### src/rtl/div_clk_mc.sv
// Multi-channel programmable clock divider / tick generator. Each channel emits a wrap strobe and a pulse-or-square
// divided clock, with divisor and mode reloaded only at wrap, idle or sync. Define DIV_CLK_NEGEDGE_EN to move all state to the falling edge.
module div_clk_mc #(
  parameter int CNT_W = 8,
  parameter int N_CH  = 2
) (
  input  logic                    i_clk,
  input  logic                    i_rst_n,
  input  logic                    i_en,
  input  logic                    i_sync,
  input  logic [N_CH*CNT_W-1:0]   i_div,
  input  logic [N_CH-1:0]         i_mode,
  output logic [N_CH-1:0]         o_clk,
  output logic [N_CH-1:0]         o_tick,
  output logic [N_CH-1:0]         o_busy
);

  localparam logic [CNT_W-1:0] ONE = CNT_W'(1);

  for (genvar c = 0; c < N_CH; c++) begin : g_ch
    logic [CNT_W-1:0] cnt, d_act, cnt_n, d_n, div_in, half;
    logic             m_act, m_n, upd, tick, sq, clk_q, tick_q;

    assign div_in = i_div[c*CNT_W +: CNT_W];

    // Sync wins over everything; otherwise the enable gates both counting and reloads.
    always_comb begin
      cnt_n = cnt;
      d_n   = d_act;
      m_n   = m_act;
      upd   = 1'b0;
      if (i_sync) begin
        cnt_n = '0;
        d_n   = div_in;
        m_n   = i_mode[c];
        upd   = 1'b1;
      end else if (i_en) begin
        upd = 1'b1;
        if (d_act == '0 || cnt == d_act - ONE) begin
          cnt_n = '0;
          d_n   = div_in;
          m_n   = i_mode[c];
        end else begin
          cnt_n = cnt + ONE;
        end
      end
    end

    // ceil(D/2) without the carry that (D+1)>>1 would lose at D = 2^CNT_W-1.
    assign half = (d_n >> 1) + {{(CNT_W-1){1'b0}}, d_n[0]};
    assign tick = (d_n != '0) && (cnt_n == d_n - ONE);
    assign sq   = cnt_n < half;

`ifdef DIV_CLK_NEGEDGE_EN
    always_ff @(negedge i_clk or negedge i_rst_n) begin
`else
    always_ff @(posedge i_clk or negedge i_rst_n) begin
`endif
      if (!i_rst_n) begin
        cnt    <= '0;
        d_act  <= '0;
        m_act  <= 1'b0;
        clk_q  <= 1'b0;
        tick_q <= 1'b0;
      end else if (upd) begin
        cnt    <= cnt_n;
        d_act  <= d_n;
        m_act  <= m_n;
        tick_q <= tick;
        clk_q  <= m_n ? sq : tick;
      end
    end

    assign o_clk[c]  = clk_q;
    assign o_tick[c] = tick_q;
    assign o_busy[c] = (d_act != '0);
  end

endmodule

### config.mk
export PLATFORM = sky130hd
export DESIGN_NAME = div_clk_mc
export DESIGN_NICKNAME = d
export VERILOG_FILES = /design/src/rtl/div_clk_mc.sv
export SDC_FILE = /design/constraint.sdc
export NUM_CORES = 1
export LEC_CHECK = 0
export CAP_MARGIN = 10
export CORE_MARGIN = 3
export CORE_UTILIZATION = 30
export DETAILED_ROUTE_END_ITERATION = 8
export PLACE_DENSITY = 0.47
export SETUP_SLACK_MARGIN = 0.3
export SLEW_MARGIN = 20
export SYNTH_ARGS = -nofsm -noshare
export SYNTH_HDL_FRONTEND = slang
export SYNTH_SLANG_ARGS = --single-unit
### constraint.sdc
create_clock -name i_clk -period 4.2 [get_ports i_clk]
set_clock_uncertainty 0.1 [all_clocks]
set_input_delay 0.42 -clock i_clk [delete_from_list [all_inputs] [get_ports i_clk]]
set_output_delay 0.42 -clock i_clk [all_outputs]
set_load 0.005 [all_outputs]
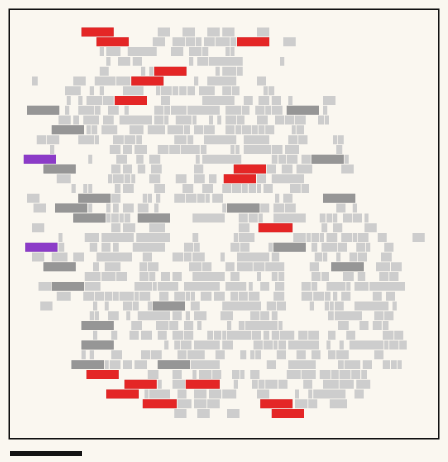
(run_1/registers.png)
Scale bar: 20 um. Other sequential cells in the stronger grey, the rest of the logic in the fainter grey.
Purple is `g_ch.tick_q`, flops 2. Red is `g_ch.d_act`, flops 16.
Another 20 sequential cells are not coloured.
Final Util: 45.15%
seq pwr: 433 uW
sequential cell area: 954.7 um^2
flop share of the area: 17.24%

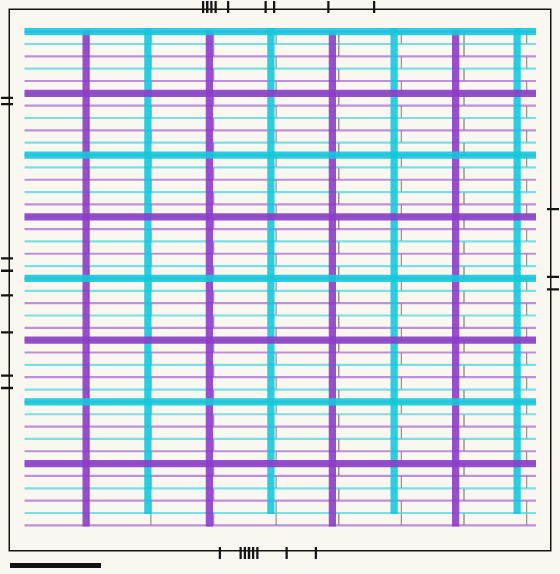
(run_1/pdn.png)
Scale bar: 20 um. Pins as bars on the die edge. Tap cells in grey.
Cyan is VDD. Purple is VSS.
The core has 40 rows. 41 met1 rails follow the rows.
DIE HEIGHT: 119.0 um
Core Box Area: 12260 um^2
VDD IR max: 0.1375 mV
Die W: 119.0 um

==> results_dict.tcl, run 1 <==
# place-and-route summary
set metrics [dict create \
    top_cell_area_share_pct 24.82 \
    grt_usage_pct 17.19 \
    io_pins 28 \
    rsz0062_at_grt "true" \
    nets 606 \
    min_period_ns 4.004 \
    antenna_found_initial 0 \
    rr_worst_depth 17 \
    ys_types 78 \
    lay_top_count "buf_4" \
    mostFrequentLayoutCells "80 x buf_4, 43 x nor2_1, 38 x xnor2_1" \
    path_depth 17 \
    syn-cell-area_um2 3831 \
    cp_max_fo 5 \
    comb_area_um2 3083 \
    die-area_um2 14160 \
    cts-root-buf "clkbuf_16" \
    synthFlopType "dfrtp_1" \
    wl_mm 11.97 \
    wl_per_cell_um 16.46 \
    critPathLaunchType "flop" \
    portBuffers 27 \
    clockBufferCount 6 \
    worst_path_largest_cell_delay_ns 0.57 \
    nonClkBufAreaFrac_pct 17.38 \
    yosys_area_um2 3831 \
    slew_headroom_pct 35.35 \
    power_frac_comb_pct 39.0 \
    worstPathCellList "or4_4 > nor4b_4 > inv_1 > o21ai_2 > o21ai_2 > nand2_2 > ha_4 > o21ai_4 > nor3_4 > a21oi_1 > or2_1 > ha_4 > buf_6 > and4_4 > o2111ai_4 > a32oi_1 > o31ai_2" \
    grtUsageMet2_pct 27.02 \
    nWellTaps 168 \
    tightest_slew_ns 0.9697 \
    post_cts_buffers 10 \
    ys_cells 457 \
    startpoint "g_ch[1].d_act[3]$_DFFE_PN0P_" \
    wirelength_met1_mm 5.984 \
    syn_to_final_growth_pct 44.51 \
    cts_buffer_depth 2 \
    ys_async_sr_fraction_pct 100.0 \
    cts_tree "yes" \
    grt_pass1_wl_mm 19.53 \
    pre_cts_slack_ns -0.08970 \
    crit_slowest_cell "or4_4" \
    vias 3737 \
    logic_gate_count 365 \
    endpoint "g_ch[1].clk_q$_DFFE_PN0P_" \
    drtAntennaViolNets 0 \
    gp_congestion 0.8355 \
    pwr-share-clk_pct 33.4 \
    n_antenna_cell 0 \
    cts_buffers 5 \
    nonClockInverterCount 34 \
    timing.fmax_ghz 0.2498 \
    mux_area_share_pct 4.833 \
    dr.pass1.iters 5 \
    top_cells_by_count "46 x nor2_1, 39 x xnor2_1, 38 x dfrtp_1" \
    slew_violations 0 \
    drc_errors 0 \
    rr_endpoint "g_ch[1].clk_q$_DFFE_PN0P_" \
    clk_latency_ns 0.29 \
    dominant_cells "logic gates" \
    p_seq_share_pct 27.6 \
    n_all_buffers 114 \
    finalSetupViolCount 0 \
    cp_data_arrival_time_ns 4.07 \
    grt_max_degree 39 \
    outcome "finished, final reports clean" \
    dr.max_layer_used "met4" \
    regToRegStartpoint "g_ch[1].d_act[3]$_DFFE_PN0P_" \
    period_used_pct 95.33 \
    ys_sh_xor_pct 11.89 \
    globalRouteOverflowTotal 0 \
    wl_met3_um 378 \
    comb_share_pct 55.68 \
    met3_usage_pct 2.279 \
    hold_viol 0 \
    ys_seq_share_pct 24.82 \
    worst-path-buf-inv 2 \
    largest_area_cell "dfrtp_1" \
    edf_count 0 \
    grt.busiest_layer "met2" \
    synth_area_per_cell_um2 8.383 \
    worst_slack_ns 0.1961 \
    whs_ns 0.1846 \
    end_kind "flop" \
    intPower_mw 1.047 \
]
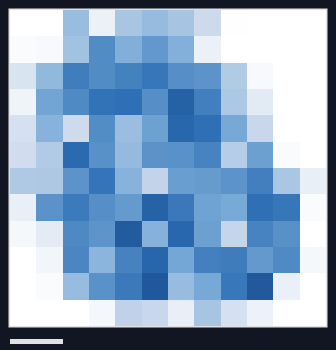
(run_1/density.png)
Scale bar: 20 um. The die is cut into 12 by 12 equal tiles; white is low, dark blue is high, 0 to 100% covered.
The mean over all tiles is 38%. 18% of the tiles are nearly empty. 6.2% of the tiles are over 75% full. The fullest tile reaches 84%. The emptiest ninth of the die: upper right.

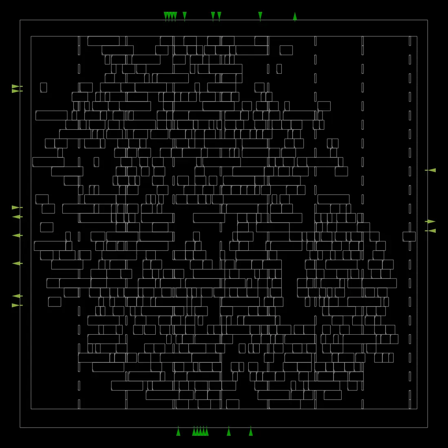
(run_1/final_placement.png)
Fillers: 1201
count of non-filler cells in the finished layout: 727
Rows: 40

[run 1: flip-flops by register name (all words and copies together), names as in the netlist]
register	count
g_ch.cnt	16
g_ch.m_act	2
g_ch.clk_q	2
g_ch.d_act	16
g_ch.tick_q	2
[run 1: power by group through the flow]
stage	logic, mW	clock network (mW)	registers, mW
after floorplan	0.323	0	0.426
after global placement	0.504	0	0.435
after detailed placement	0.510	0	0.436
after CTS	0.566	0.542	0.431
after global routing	0.668	0.558	0.437
final	0.611	0.524	0.433
[run 1: per-stage QoR]
| stage | TNS, ns | instance area [um^2] | std cells |
|---|---|---|---|
| detailed placement | -0.08970 | 4766 | 703 |
| global route | 0 | 5537 | 727 |
| CTS | 0 | 5326 | 721 |
| floorplan | -0.01427 | 3874 | 457 |
| global placement | -0.1025 | 4766 | 703 |
| finish | 0 | 5537 | 727 |
==> run 2, diff against run 1 <==
- CORE_MARGIN: 3 -> 8
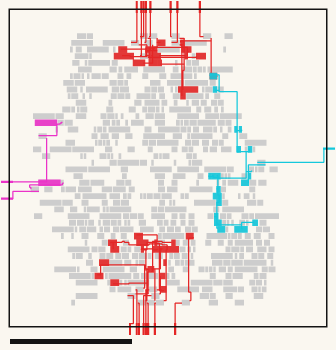
(run_2/port_nets.png)
Scale bar: 50 um.
Cyan is `i_sync`, bits 1, direction input, edge right, end cells 19, buffers 2, wire 176 um. Magenta is `o_tick`, bits 2, direction output, edge left, end cells 2, buffers 2, wire 78.2 um. Red is `i_div`, bits 16, direction input, edge 8 top, 8 bottom, end cells 35, buffers 16, wire 688 um.

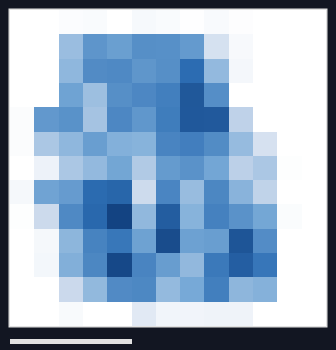
(run_2/density.png)
Scale bar: 50 um. The die is cut into 13 by 13 equal tiles; white is low, dark blue is high, 0 to 100% covered.
33% of the tiles are nearly empty. 7.7% of the tiles are over 75% full. The fullest tile reaches 92%. The emptiest ninth of the die: upper right. The densest ninth of the die: centre. The mean over all tiles is 32%.
Core Box Area: 12570 um^2
Final Util: 44.31%
FP Util: 30.48%

==> results_dict.tcl, run 2 <==
# place-and-route summary
set metrics [dict create \
    outcome "finished, final reports clean" \
    hold_path.class "input port to asynchronous set/reset pin" \
    slew_headroom_pct 34.96 \
    clk_latency_ns 0.29 \
    p_seq_share_pct 29.8 \
    hold_viol 0 \
    placed_area_um2 4741 \
    end_kind "flop" \
    whs_ns 0.1835 \
    grtUsageMet1_pct 19.88 \
    grt_max_degree 39 \
    synthCells 457 \
    routed_via_density 5.037 \
    drv_cap 0 \
    portBuffers 27 \
    met3_usage_pct 2.400 \
    reg2reg_slack_ns 0.15 \
    drc_errors 0 \
    n_antenna_cell 0 \
    die-area_um2 16640 \
    hold_buffers 0 \
    wirelength_met1_mm 5.665 \
    largest_area_cell "dfrtp_1" \
    drtAntennaViolNets 0 \
    power_frac_comb_pct 43.0 \
    lay_top_count "buf_4" \
    nonClockInverterCount 34 \
    cts-resized-gates 54 \
    io_pins 28 \
    cp_data_arrival_time_ns 4.15 \
    rows 41 \
    cts_buffer_depth 2 \
    tool_warnings 35 \
    grt.busiest_layer "met2" \
    nonClkBufAreaFrac_pct 17.95 \
    crit_family "AND-OR/OR-AND gates" \
    drt_iter0_drc 193 \
    ys_cells 457 \
    comb_share_pct 56.14 \
    wl_met3_um 634 \
    clock_sinks 38 \
    p_sw_share_pct 36.70 \
    path_depth 18 \
    logic_gate_count 365 \
    antenna_found_initial 0 \
    nWellTaps 172 \
    worstPathCellList "or3_4 > or3_4 > buf_4 > o2111ai_4 > buf_6 > a21oi_2 > a311oi_2 > o21ai_4 > nor3_4 > buf_4 > buf_4 > buf_4 > xnor2_2 > ha_2 > and4_4 > a2111oi_4 > a32oi_2 > o31ai_2" \
    powerDensity_nw_per_um2 260.9 \
    grtUsageMet2_pct 24.23 \
    endpoint "g_ch[1].clk_q$_DFFE_PN0P_" \
    rr_worst_depth 18 \
    crit_type "flop to flop" \
    slew_violations 0 \
    dr_wl_met2_mm 5.795 \
    rr_endpoint "g_ch[1].clk_q$_DFFE_PN0P_" \
    required_ns 4.30 \
    yosys.area_share.aoi_pct 20.84 \
    most_common_cell "nor2_1" \
    clk_share_pct 2.629 \
    yosys_area_um2 3831 \
    clk_pin_slew_ns 0.07 \
    mux_area_share_pct 4.833 \
    syn_nets 505 \
    vias 3697 \
    dominant_cells "logic gates" \
    grt_pass1_wl_mm 19.36 \
    ys_seq_share_pct 24.82 \
    intPower_uw 919.7 \
    rsz0062_at_grt "true" \
    fill_cells 1207 \
    first_global_vias 3695 \
    globalRouteOverflowTotal 0 \
    critPathLaunchType "flop" \
    worst_path_largest_cell_delay_ns 0.48 \
    grt_usage_pct 14.91 \
    seq_share_pct 17.12 \
    crit_slowest_cell "a311oi_2" \
    power.total_mw 1.453 \
    syn_to_final_growth_pct 45.36 \
    cts-root-buf "clkbuf_16" \
    worst-path-buf-inv 5 \
    dr.max_layer_used "met4" \
    cp_max_fo 5 \
    crit_top_cell "buf_4" \
    n_all_buffers 117 \
    dr.pass1.iters 4 \
    post_cts_buffers 9 \
    nets 609 \
    top_cell_area_share_pct 24.82 \
    ys_sh_xor_pct 11.89 \
    synth_area_per_cell_um2 8.383 \
    gp_congestion 0.8599 \
    flop_area_um2 953.4 \
    yosys.area_share.adder_pct 8.491 \
    ys.flops 38 \
    switching_power_uw 533.2 \
    wl_mm 12.24 \
    synthFlopType "dfrtp_1" \
    dp_hpwl_mm 9.381 \
    period_used_pct 96.48 \
    cts_tree "yes" \
    tightest_slew_ns 0.9755 \
    die_y_um 129.0 \
    final_area_um2 5569 \
    syn-cell-area_um2 3831 \
    finalSetupViolCount 0 \
    mostFrequentLayoutCells "81 x buf_4, 41 x nor2_1, 36 x dfrtp_1" \
    die_w_um 129.0 \
    reg.largest.list "g_ch.cnt x16, g_ch.d_act x16" \
    min_period_ns 4.052 \
    flops 38 \
    simple_gate_share_pct 22.86 \
    pwr-share-clk_pct 27.2 \
    top_cells_by_count "46 x nor2_1, 39 x xnor2_1, 38 x dfrtp_1" \
    regToRegStartpoint "g_ch[1].d_act[4]$_DFFE_PN0P_" \
    netlist_top_cells_area "dfrtp_1 25%, xnor2_1 8.9%, ha_1 8.5%" \
    edf_count 0 \
    ys_types 78 \
    htreeDepth 2 \
    wl_per_cell_um 16.67 \
    drive_gt1_share_pct 36.30 \
    ir_drop_mv 0.1594 \
    yosys_warnings 0 \
    netlist_logic_family_top "simple AND/OR/NAND/NOR gates" \
    clockBufferCount 5 \
    leakagePower_nw 2.307 \
    ys_async_sr_fraction_pct 100.0 \
    cts_buffers 5 \
    comb_area_um2 3127 \
    startpoint "g_ch[1].d_act[4]$_DFFE_PN0P_" \
    timing.fmax_ghz 0.2468 \
]
==> run 2: per-stage QoR <==
stage	utilization, %	instances	setup WS [ns]	TNS, ns
floorplan	-	457	-0.01427	-0.01427
global placement	37.72	703	-0.05576	-0.05576
detailed placement	37.72	703	-0.07223	-0.07223
CTS	41.35	720	0.07132	0
global route	44.31	734	-0.04289	-0.07887
finish	44.31	734	0.1479	0
==> run 2: power by group through the flow <==
stage,clock network [mW],logic (mW),registers [mW]
after detailed placement,0,0.506,0.437
after CTS,0.407,0.558,0.432
after floorplan,0,0.323,0.426
after global routing,0.418,0.679,0.438
final,0.394,0.625,0.433
after global placement,0,0.502,0.438
==> run 3, diff against run 2 <==
- CAP_MARGIN: 10 -> default
- CORE_UTILIZATION: 30 -> 40
- PLACE_DENSITY: 0.47 -> 0.59
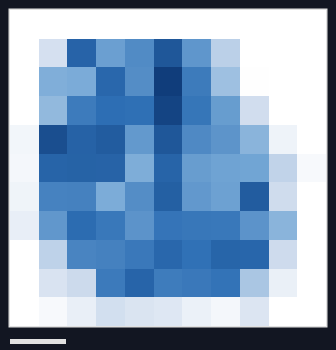
(run_3/density.png)
Scale bar: 20 um. The die is cut into 11 by 11 equal tiles; white is low, dark blue is high, 0 to 100% covered.
The densest ninth of the die: centre. The emptiest ninth of the die: upper right. The fullest tile reaches 95%. The mean over all tiles is 39%.
Core Box Area: 9284 um^2
Final Util: 56.06%
FP Util: 41.27%

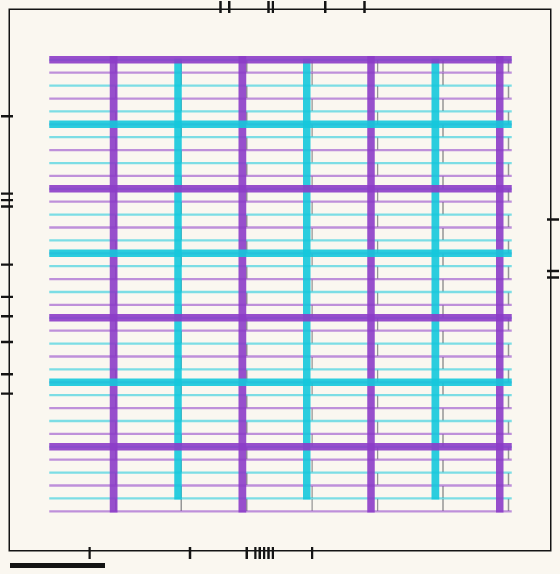
(run_3/pdn.png)
Scale bar: 20 um. Pins as bars on the die edge. Tap cells in grey.
Cyan is VDD. Purple is VSS.
36 met1 rails follow the rows. 129 tap cells. The core has 35 rows. 7 straps on met5. 28 signal pins sit on the boundary.

==> results_dict.tcl, run 3 <==
# place-and-route summary
set metrics [dict create \
    drv_cap 0 \
    yosys_area_um2 3831 \
    worstPathCellList "or3_4 > or3_4 > o2111a_2 > o2111ai_4 > nand2_4 > buf_4 > nand2_2 > o21ai_4 > ha_4 > o21ai_4 > nor3_4 > and3_4 > or2_4 > ha_4 > a21o_1 > a21oi_2 > nor2b_1 > a2111oi_4 > a32oi_1 > o31ai_2" \
    met3_usage_pct 2.113 \
    final_area_um2 5205 \
    vias 3712 \
    ys.flops 38 \
    drive_gt1_share_pct 30.68 \
    synth_area_per_cell_um2 8.383 \
    outcome "finished, final reports clean" \
    post_cts_buffers 13 \
    syn_nets 505 \
    grtUsageMet1_pct 24.25 \
    reg.largest.list "g_ch.cnt x16, g_ch.d_act x16" \
    flop_area_um2 954.7 \
    hold_viol 0 \
    grtUsageMet2_pct 29.70 \
    worst_slack_ns 0.1199 \
    grt_pass1_wl_mm 18.81 \
    fill_cells 856 \
    critPathLaunchType "flop" \
    top_cell_area_share_pct 24.82 \
    intPower_uw 799.0 \
    p_sw_share_pct 38.28 \
    pre_cts_slack_ns -0.2424 \
    wl_per_cell_um 17.31 \
    tns_ns 0 \
    grt.busiest_layer "met2" \
    final-instance-count-excl-fill 670 \
    period_used_pct 97.14 \
    n_antenna_cell 0 \
    leakagePower_nw 2.160 \
    rr_endpoint "g_ch[1].clk_q$_DFFE_PN0P_" \
    htreeDepth 2 \
    powerSeq_uw 436 \
    largest_area_cell "dfrtp_1" \
    slew_violations 0 \
    comb_cell_power_uw 578 \
    synthFlopType "dfrtp_1" \
    rows 35 \
    yosys_warnings 0 \
    worst_path_largest_cell_delay_ns 0.45 \
    startpoint "g_ch[1].d_act[3]$_DFFE_PN0P_" \
    ys_cells 457 \
    globalRouteOverflowTotal 0 \
    hold_buffers 0 \
    edf_count 0 \
    mostFrequentLayoutCells "66 x buf_4, 43 x nor2_1, 37 x xnor2_1" \
    cp_data_arrival_time_ns 4.18 \
    reg2reg_slack_ns 0.12 \
    ys_seq_share_pct 24.82 \
    whs_ns 0.1343 \
    cts_tree "yes" \
    ys_types 78 \
    finalSetupViolCount 0 \
    worst-path-buf-inv 1 \
    rsz0062_at_grt "true" \
    die_y_um 113.9 \
    required_ns 4.30 \
    cts_buffer_depth 2 \
    cp_max_fo 5 \
    drt_iter0_drc 307 \
    routed_via_density 5.540 \
    powerDensity_nw_per_um2 248.7 \
    nets 588 \
    power.total_mw 1.295 \
    synthCells 457 \
    cts-root-buf "clkbuf_8" \
    die-area_um2 12970 \
    endpoint "g_ch[1].clk_q$_DFFE_PN0P_" \
    path_depth 20 \
    first_global_vias 3813 \
    antenna_found_initial 0 \
    wl_mm 11.60 \
    top_cells_by_count "46 x nor2_1, 39 x xnor2_1, 38 x dfrtp_1" \
    most_common_cell "nor2_1" \
    timing.fmax_ghz 0.2451 \
    powerClk_uw 281 \
    tightest_slew_ns 0.8921 \
    grt_usage_pct 17.93 \
    tool_warnings 35 \
    end_kind "flop" \
    drtAntennaViolNets 0 \
    clock_sinks 38 \
    dr.pass1.iters 4 \
    power_frac_comb_pct 44.6 \
    clk_pin_slew_ns 0.10 \
    drc_errors 0 \
    crit_slowest_cell "dfrtp_2" \
    p_seq_share_pct 33.7 \
    rr_worst_depth 20 \
    cts_buffers 5 \
    regToRegStartpoint "g_ch[1].d_act[3]$_DFFE_PN0P_" \
    grt_max_degree 39 \
    syn-cell-area_um2 3831 \
    gp_congestion 0.9322 \
    comb_area_um2 3063 \
    portBuffers 27 \
    ir_drop_mv 0.1381 \
    pwr-share-clk_pct 21.7 \
    dp_hpwl_mm 8.711 \
    io_pins 28 \
    switching_power_uw 495.6 \
    netlist_top_cells_area "dfrtp_1 25%, xnor2_1 8.9%, ha_1 8.5%" \
    slew_headroom_pct 40.52 \
    min_period_ns 4.080 \
    lay_top_count "buf_4" \
    maxPowerGroup "combinational cells" \
    dp.cells 642 \
    clk_latency_ns 0.30 \
    cts-resized-gates 53 \
    crit_type "flop to flop" \
    crit_family "simple AND/OR/NAND/NOR gates" \
    ys_async_sr_fraction_pct 100.0 \
    placed_area_um2 4552 \
    syn_to_final_growth_pct 35.86 \
    die_w_um 113.9 \
]
run 3: cell counts after synthesis:
Identical to the previous run, type by type.
run 3: metal layers:
layer / up-vias / wire (um)
met4: 0 / 115
met5: - / 0
met3: 12 / 593
li1: 1805 / -
met2: 82 / 5536
met1: 1813 / 5352
run 3: cell families after synthesis:
logic type,share of synthesized area [%]
buf+inv,6.270
fa+ha+maj,8.491
simple gates,22.86
xor+xnor,11.89
compound gates,20.84
mux,4.833
flops,24.82
run 3: layout make-up:
cell class | instances | share of cell area [%]
flip-flops and latches | 38 | 18.34
multi-input cells | 365 | 58.85
repair buffers | 96 | 15.43
inverters | 34 | 2.452
clock buffers | 6 | 1.587
clock inverters | 2 | 0.2404
well taps | 129 | 3.101
No activity file was given, so power comes from the tool's default toggle rates.
